--- src/rtl/vga_display_if.sv ---
// ---------------------------------------------------------------------------
// vga_display_if
// Bundles the pixel-source side and the panel side of the display timing
// controller into one interface.
//
// Signals:
//   red_in/green_in/blue_in  8 each  colour from the pattern source, meaningful
//                                    only while pixel_req is high
//   pixel_req                1       current raster position is visible
//   pixel_x                  11      horizontal counter
//   pixel_y                  10      vertical counter
//   frame_start              1       raster is at (0,0)
//   vga_r/vga_g/vga_b        8 each  registered panel colour
//   hsync/vsync              1 each  registered syncs
//   de                       1       registered data enable
//
// Modports:
//   master - the timing controller (drives raster info and panel pins)
//   slave  - the pixel source / panel side
// ---------------------------------------------------------------------------
interface vga_display_if;
    logic [7:0]  red_in;
    logic [7:0]  green_in;
    logic [7:0]  blue_in;
    logic        pixel_req;
    logic [10:0] pixel_x;
    logic [9:0]  pixel_y;
    logic        frame_start;
    logic [7:0]  vga_r;
    logic [7:0]  vga_g;
    logic [7:0]  vga_b;
    logic        hsync;
    logic        vsync;
    logic        de;

    modport master (
        input  red_in, green_in, blue_in,
        output pixel_req, pixel_x, pixel_y, frame_start,
        output vga_r, vga_g, vga_b, hsync, vsync, de
    );

    modport slave (
        output red_in, green_in, blue_in,
        input  pixel_req, pixel_x, pixel_y, frame_start,
        input  vga_r, vga_g, vga_b, hsync, vsync, de
    );
endinterface

--- src/rtl/vga_display_ctrl.sv ---
// ---------------------------------------------------------------------------
// vga_display_ctrl
// Display-side raster timing controller. Owns the horizontal/vertical
// counters, tells the pixel source which pixel it wants, and registers
// sync, data enable and colour so all panel outputs share one clock of
// latency relative to the counter position that produced them.
//
// Ports:
//   vga_clk  in   pixel clock, all logic on its rising edge
//   arst_n   in   asynchronous active-low reset
//   vid      vga_display_if.master
//              in : red_in, green_in, blue_in
//              out: pixel_req, pixel_x, pixel_y, frame_start (combinational)
//                   vga_r, vga_g, vga_b, hsync, vsync, de (registered)
// ---------------------------------------------------------------------------
module vga_display_ctrl #(
    parameter int H_ACTIVE = 800,
    parameter int H_FP     = 40,
    parameter int H_SYNC   = 128,
    parameter int H_BP     = 88,
    parameter int V_ACTIVE = 480,
    parameter int V_FP     = 13,
    parameter int V_SYNC   = 3,
    parameter int V_BP     = 29,
    parameter bit HS_POL   = 1'b0,
    parameter bit VS_POL   = 1'b0
) (
    input  logic          vga_clk,
    input  logic          arst_n,
    vga_display_if.master vid
);

    localparam int H_TOTAL = H_ACTIVE + H_FP + H_SYNC + H_BP;
    localparam int V_TOTAL = V_ACTIVE + V_FP + V_SYNC + V_BP;

    // Counters are fixed at 11/10 bits, so the raster must fit inside them.
    if (H_TOTAL > 2048) begin : g_h_too_big
        $fatal(1, "vga_display_ctrl: H_TOTAL exceeds 11-bit counter");
    end
    if (V_TOTAL > 1024) begin : g_v_too_big
        $fatal(1, "vga_display_ctrl: V_TOTAL exceeds 10-bit counter");
    end

    localparam logic [10:0] H_LAST = 11'(H_TOTAL - 1);
    localparam logic [9:0]  V_LAST = 10'(V_TOTAL - 1);

    // Window bounds are one bit wider than the counters so an end bound of
    // exactly 2048/1024 cannot wrap to zero.
    localparam logic [11:0] H_ACT_END = 12'(H_ACTIVE);
    localparam logic [11:0] HS_START  = 12'(H_ACTIVE + H_FP);
    localparam logic [11:0] HS_END    = 12'(H_ACTIVE + H_FP + H_SYNC);
    localparam logic [10:0] V_ACT_END = 11'(V_ACTIVE);
    localparam logic [10:0] VS_START  = 11'(V_ACTIVE + V_FP);
    localparam logic [10:0] VS_END    = 11'(V_ACTIVE + V_FP + V_SYNC);

    logic [10:0] h_cnt;
    logic [9:0]  v_cnt;
    logic        active;
    logic        hs_raw;
    logic        vs_raw;

    // Raster counters: h runs every clock, v advances on the h wrap, and both
    // return to zero together at the end of the last line.
    always_ff @(posedge vga_clk or negedge arst_n) begin
        if (!arst_n) begin
            h_cnt <= '0;
            v_cnt <= '0;
        end else if (h_cnt == H_LAST) begin
            h_cnt <= '0;
            v_cnt <= (v_cnt == V_LAST) ? '0 : v_cnt + 10'd1;
        end else begin
            h_cnt <= h_cnt + 11'd1;
        end
    end

    // Position decode; vsync spans whole lines so it only looks at v_cnt.
    always_comb begin
        active = ({1'b0, h_cnt} < H_ACT_END) && ({1'b0, v_cnt} < V_ACT_END);
        hs_raw = ({1'b0, h_cnt} >= HS_START) && ({1'b0, h_cnt} < HS_END);
        vs_raw = ({1'b0, v_cnt} >= VS_START) && ({1'b0, v_cnt} < VS_END);
    end

    assign vid.pixel_req   = active;
    assign vid.pixel_x     = h_cnt;
    assign vid.pixel_y     = v_cnt;
    assign vid.frame_start = (h_cnt == 11'd0) && (v_cnt == 10'd0);

    // Output register stage. Colour is forced to zero outside the active
    // window so whatever the source drives during blanking never reaches
    // the panel.
    always_ff @(posedge vga_clk or negedge arst_n) begin
        if (!arst_n) begin
            vid.de    <= 1'b0;
            vid.hsync <= ~HS_POL;
            vid.vsync <= ~VS_POL;
            vid.vga_r <= '0;
            vid.vga_g <= '0;
            vid.vga_b <= '0;
        end else begin
            vid.de    <= active;
            vid.hsync <= hs_raw ? HS_POL : ~HS_POL;
            vid.vsync <= vs_raw ? VS_POL : ~VS_POL;
            vid.vga_r <= active ? vid.red_in   : 8'h00;
            vid.vga_g <= active ? vid.green_in : 8'h00;
            vid.vga_b <= active ? vid.blue_in  : 8'h00;
        end
    end

endmodule

--- src/flat_wrapper.sv ---
// flat-port wrapper written by rule: the top's interface ports become plain ports
module vga_display_ctrl_flat 
#(
    parameter int H_ACTIVE = 800,
    parameter int H_FP     = 40,
    parameter int H_SYNC   = 128,
    parameter int H_BP     = 88,
    parameter int V_ACTIVE = 480,
    parameter int V_FP     = 13,
    parameter int V_SYNC   = 3,
    parameter int V_BP     = 29,
    parameter bit HS_POL   = 1'b0,
    parameter bit VS_POL   = 1'b0
)
  (vga_clk, arst_n, vid_red_in, vid_green_in, vid_blue_in, vid_pixel_req, vid_pixel_x, vid_pixel_y, vid_frame_start, vid_vga_r, vid_vga_g, vid_vga_b, vid_hsync, vid_vsync, vid_de);
  vga_display_if vid_i ();
  input  logic vga_clk;
  input  logic arst_n;
  input wire logic [$bits(vid_i.red_in)-1:0] vid_red_in;
  input wire logic [$bits(vid_i.green_in)-1:0] vid_green_in;
  input wire logic [$bits(vid_i.blue_in)-1:0] vid_blue_in;
  output wire logic [$bits(vid_i.pixel_req)-1:0] vid_pixel_req;
  output wire logic [$bits(vid_i.pixel_x)-1:0] vid_pixel_x;
  output wire logic [$bits(vid_i.pixel_y)-1:0] vid_pixel_y;
  output wire logic [$bits(vid_i.frame_start)-1:0] vid_frame_start;
  output wire logic [$bits(vid_i.vga_r)-1:0] vid_vga_r;
  output wire logic [$bits(vid_i.vga_g)-1:0] vid_vga_g;
  output wire logic [$bits(vid_i.vga_b)-1:0] vid_vga_b;
  output wire logic [$bits(vid_i.hsync)-1:0] vid_hsync;
  output wire logic [$bits(vid_i.vsync)-1:0] vid_vsync;
  output wire logic [$bits(vid_i.de)-1:0] vid_de;
  assign vid_i.red_in = vid_red_in;
  assign vid_i.green_in = vid_green_in;
  assign vid_i.blue_in = vid_blue_in;
  assign vid_pixel_req = vid_i.pixel_req;
  assign vid_pixel_x = vid_i.pixel_x;
  assign vid_pixel_y = vid_i.pixel_y;
  assign vid_frame_start = vid_i.frame_start;
  assign vid_vga_r = vid_i.vga_r;
  assign vid_vga_g = vid_i.vga_g;
  assign vid_vga_b = vid_i.vga_b;
  assign vid_hsync = vid_i.hsync;
  assign vid_vsync = vid_i.vsync;
  assign vid_de = vid_i.de;
  vga_display_ctrl #(.H_ACTIVE(H_ACTIVE), .H_FP(H_FP), .H_SYNC(H_SYNC), .H_BP(H_BP), .V_ACTIVE(V_ACTIVE), .V_FP(V_FP), .V_SYNC(V_SYNC), .V_BP(V_BP), .HS_POL(HS_POL), .VS_POL(VS_POL)) u_core (.vga_clk(vga_clk), .arst_n(arst_n), .vid(vid_i));
endmodule
--- config.mk ---
export PLATFORM = sky130hd
export DESIGN_NAME = vga_display_ctrl_flat
export DESIGN_NICKNAME = d
export VERILOG_FILES = /design/src/rtl/vga_display_if.sv /design/src/rtl/vga_display_ctrl.sv /design/src/flat_wrapper.sv
export SDC_FILE = /design/constraint.sdc
export NUM_CORES = 1
export LEC_CHECK = 0
export CAP_MARGIN = 20
export CORE_UTILIZATION = 45
export CTS_BUF_LIST = sky130_fd_sc_hd__clkbuf_4 sky130_fd_sc_hd__clkbuf_8
export DETAILED_ROUTE_END_ITERATION = 8
export MAX_ROUTING_LAYER = met4
export PLACE_DENSITY = 0.88
export SLEW_MARGIN = 10
export SYNTH_ARGS = -nofsm -noshare
export SYNTH_HDL_FRONTEND = slang
export SYNTH_SLANG_ARGS = --single-unit
export TNS_END_PERCENT = 30
--- constraint.sdc ---
create_clock -name vga_clk -period 2.9 [get_ports vga_clk]
set_input_delay 0.58 -clock vga_clk [delete_from_list [all_inputs] [get_ports vga_clk]]
set_output_delay 0.58 -clock vga_clk [all_outputs]
set_load 0.01 [all_outputs]
### Gate-type map

The bar under the picture is 20 µm long.
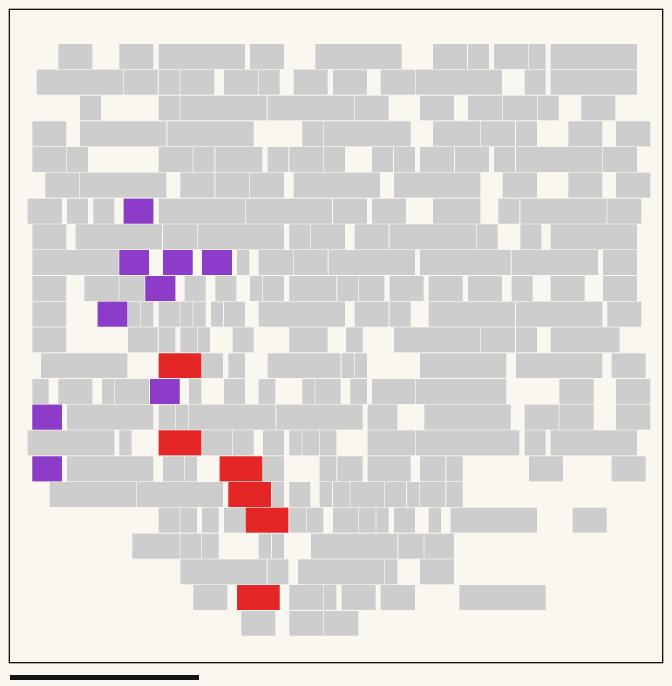
purple -> xor and xnor cells  # cells 9, where middle left
red -> fa/ha/maj cells  # cells 6
Final Instance Count excl. Fillers: 306
share of cell area taken by multi-input logic gates: 25.5%
Commonest Layout Cell: clkdlybuf4s50_1

### Congestion heat map

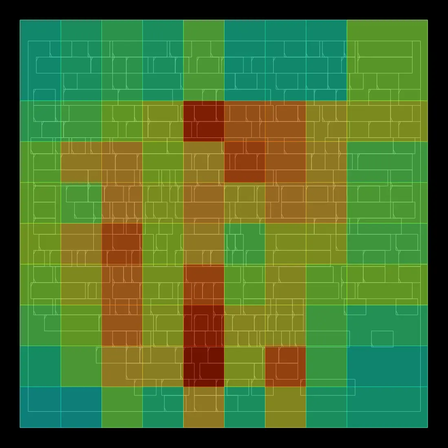
GRT Resource Usage Total: 20.5%
met2 GRT Util: 33.7%
met1 usage: 24.7%

### Sizing map

The bar under the picture is 20 µm long.
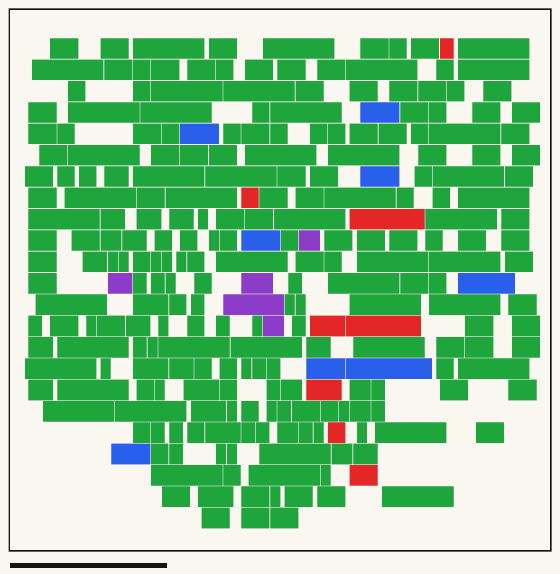
blue -> x6 and larger  # cells 8, share 3.1%
red -> x2  # cells 8, share 3.1%
green -> x1 and smaller  # cells 235, share 92%
purple -> x3 and x4  # cells 5, share 2.0%

==> reports/metrics.csv <==
stage,metric,value,unit
timing,Final period util,95.7,%
drt,Post-DRT Antenna Nets,0,
timing,RSZ-0062 raised after global routing,false,
power,worst vdd ir,0.000293,V
setup_path,CP startpoint kind,flop,
flow_run,MaxCap Viol Count,0,
cells_and_area,fill count,314,
clocking,H-tree depth,2,
cells_and_area,antenna cells,0,
logic_synthesis,Synth Flop Type,dfrtp_1,
drt,DR pass1 iterations,4,
timing,fmax,360,MHz
global_routing,grt met3 use,4.61,%
cells_and_area,Seq cells,48,
setup_path,WP data arrival,2.19,ns
floorplanning,Die H,68.8,µm
cells_and_area,clock network area share,4.10,%
drt,WL per Instance,14.6,µm
cells_and_area,Non-Clock Buffer Area Fraction,26.4,%
logic_synthesis,top cells by count,"dfrtp_1, and2_1, nand2_1",
logic_synthesis,Netlist cell types,36,
drt,Met2 Wirelength,2320,µm
timing,clock skew,0.00870,ns
clocking,Max Root-Sink Buffers,2,
cells_and_area,Inverters,9,
cells_and_area,multi-input gate count,113,
logic_synthesis,Syn Nets,206,
setup_path,CP Max Fanout,7,
drt,metal3 WL,194,µm
logic_synthesis,Ys Warns,0,
cells_and_area,layout cell share with drive strength beyond 1,8.20,%
floorplanning,Site Rows,23,
logic_synthesis,fraction of registers with async set/reset,100,%
timing,final hold vios,0,
placed_design,gp weighted congestion,0.840,
timing,Worst Tran Pin Value,0.356,ns
floorplanning,number of tapcells,50,
logic_synthesis,"XOR-XNOR Cells, Area Fraction",3.92,%
cells_and_area,register share of the cell area,40.7,%
global_routing,first-pass GRT wire length,6770,µm
logic_synthesis,most common cell in the synthesized netlist,dfrtp_1,
status,status,"complete, no violations",
logic_synthesis,leading post-synthesis cells by cell area,"dfrtp_1, and2_1, ha_1",
cells_and_area,register area,1200,µm²
logic_synthesis,Complex Gates by Area,7.47,%
global_routing,vias in the first global route,1435,
global_routing,initial antenna violation count,0,
setup_path,Worst setup EP type,output pin,
logic_synthesis,Adder Area Share,3.74,%
floorplanning,DIE WIDTH,68.8,µm
clocking,CTS Sinks,48,
logic_synthesis,cell type with the largest total area,dfrtp_1,
logic_synthesis,Synth top area share,57.3,%
floorplanning,die area,4740,µm²
timing,TNS Setup,0,ns
drt,top sig layer,met4,
logic_synthesis,flip-flops with a built-in enable,0,
timing,Final Setup Violations,0,
global_routing,gr busiest metal,met2,
clocking,CTS buffer count,5,
clocking,Post-CTS Hold Buffers,0,
floorplanning,FP Core Util,48.5,%
logic_synthesis,"mux frac, synth",0.498,%
flow_run,stage-log warning count,30,
drt,"wirelength, routed",4470,µm
logic_synthesis,Mapped Cells,174,
### Where the registers sit

The bar under the picture is 20 µm long. Other sequential cells in the stronger grey, the rest of the logic in the fainter grey.
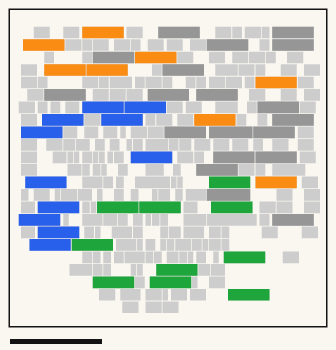
orange -> u_core.vid.vga_g  # sequential cells 8
green -> u_core.vid.pixel_y  # sequential cells 10, where bottom centre
blue -> u_core.vid.pixel_x  # sequential cells 11, where middle left
not coloured = 19

### Cells coloured by class

The bar under the picture is 20 µm long.
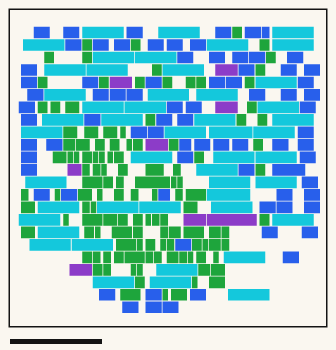
green -> remaining logic cells  # cells 122
cyan -> registers  # cells 48
purple -> clock drivers and dummy loads  # cells 8
blue -> remaining buffers and delay cells  # cells 78

==> state kept, by name (all words and copies together), names as in the netlist <==
signal and cells:
u_core.vid.hsync 1, u_core.vid.vga_g 8, u_core.vid.de 1, u_core.vid.pixel_x 11, u_core.vid.pixel_y 10, u_core.vid.vga_b 8, u_core.vid.vga_r 8, u_core.vid.vsync 1
==> cell families (layout without fill, tap and decap cells) <==
kind of cell / count (synthesis) / in the layout
buffers and inverters: 13 / 95
xor gates and xnor gates: 9 / 9
adders and majority gates: 6 / 6
AOI/OAI and AO/OA: 23 / 23
DFF: 48 / 48
muxes: 1 / 1
and+or+nand+nor: 74 / 74
==> report_power, final <==
group | leakage, nW | internal, mW | switching, mW | total [mW]
clock network | 0.0614 | 0.282 | 0.225 | 0.507
registers | 0.588 | 0.686 | 0.00450 | 0.690
logic | 0.579 | 0.0670 | 0.0361 | 0.103
total | 1.23 | 1.03 | 0.266 | 1.30
==> path summary, 6_finish.rpt <==
path	start	endpoint	slack [ns]	cells past startpoint
worst max register to register	u_core.vid.pixel_x[0]$_DFF_PN0_	u_core.vid.pixel_y[9]$_DFFE_PN0N_	0.79	5
worst min-delay path	arst_n	u_core.vid.vga_r[4]$_DFF_PN0_	0.12	1
worst max-delay path	u_core.vid.pixel_x[5]$_DFF_PN0_	vid_frame_start	0.13	3
min in group vga_clk	u_core.vid.pixel_x[0]$_DFF_PN0_	u_core.vid.pixel_x[0]$_DFF_PN0_	0.55	1
max in group asynchronous	arst_n	u_core.vid.vsync$_DFF_PN1_	2.25	2
worst min register to register	u_core.vid.pixel_x[0]$_DFF_PN0_	u_core.vid.pixel_x[0]$_DFF_PN0_	0.55	1
==> stage by stage <==
stage / util (%) / setup slack, ns / hold WS [ns] / instance area, µm² / power [mW]
CTS: 70.9 / 0.110 / 0.483 / 2940 / 1.31
global route: 71.3 / 0.0158 / 0.119 / 2960 / 1.35
floorplan: - / 0.747 / 0.284 / 2010 / 0.724
global placement: 67.8 / 0.438 / 0.517 / 2810 / 0.801
detailed placement: 67.8 / 0.354 / 0.531 / 2810 / 0.804
finish: 71.3 / 0.125 / 0.122 / 2960 / 1.30
==> cells in the final DEF, fill, tap and decap left out, types with 2 or more instances in the layout <==
master / synthesis / routed
nand2b_1: 2 / 2
xor2_1: 5 / 5
nor3_1: 2 / 2
and3_1: 3 / 3
dfstp_2: 2 / 2
xnor2_1: 4 / 4
nand2_1: 11 / 11
o31ai_1: 5 / 5
o21ai_0: 7 / 7
clkdlybuf4s50_1: 0 / 74
ha_1: 6 / 6
inv_1: 9 / 9
or2_2: 2 / 2
clkbuf_8: 0 / 6
nand3_1: 9 / 9
nand4_1: 3 / 3
buf_4: 0 / 2
and2_1: 25 / 25
nor4_1: 3 / 2
or3_1: 2 / 2
dfrtp_1: 46 / 46
a31oi_1: 5 / 5
nor2_1: 6 / 6
==> critical path, cell delays in order (launching register included) <==
cell	delay, ns
dfrtp_1	0.45
or3_1	0.51
nor3_1	0.33
clkdlybuf4s50_1	0.60
==> timing repair <==
| action | 4_1_cts | 5_1_grt |
|---|---|---|
| gates resized | 1 | 0 |
| endpoints found under the setup margin | 1 | 0 |
| endpoints found under the hold margin | 0 | 0 |
Power and IR drop assume default switching activity.
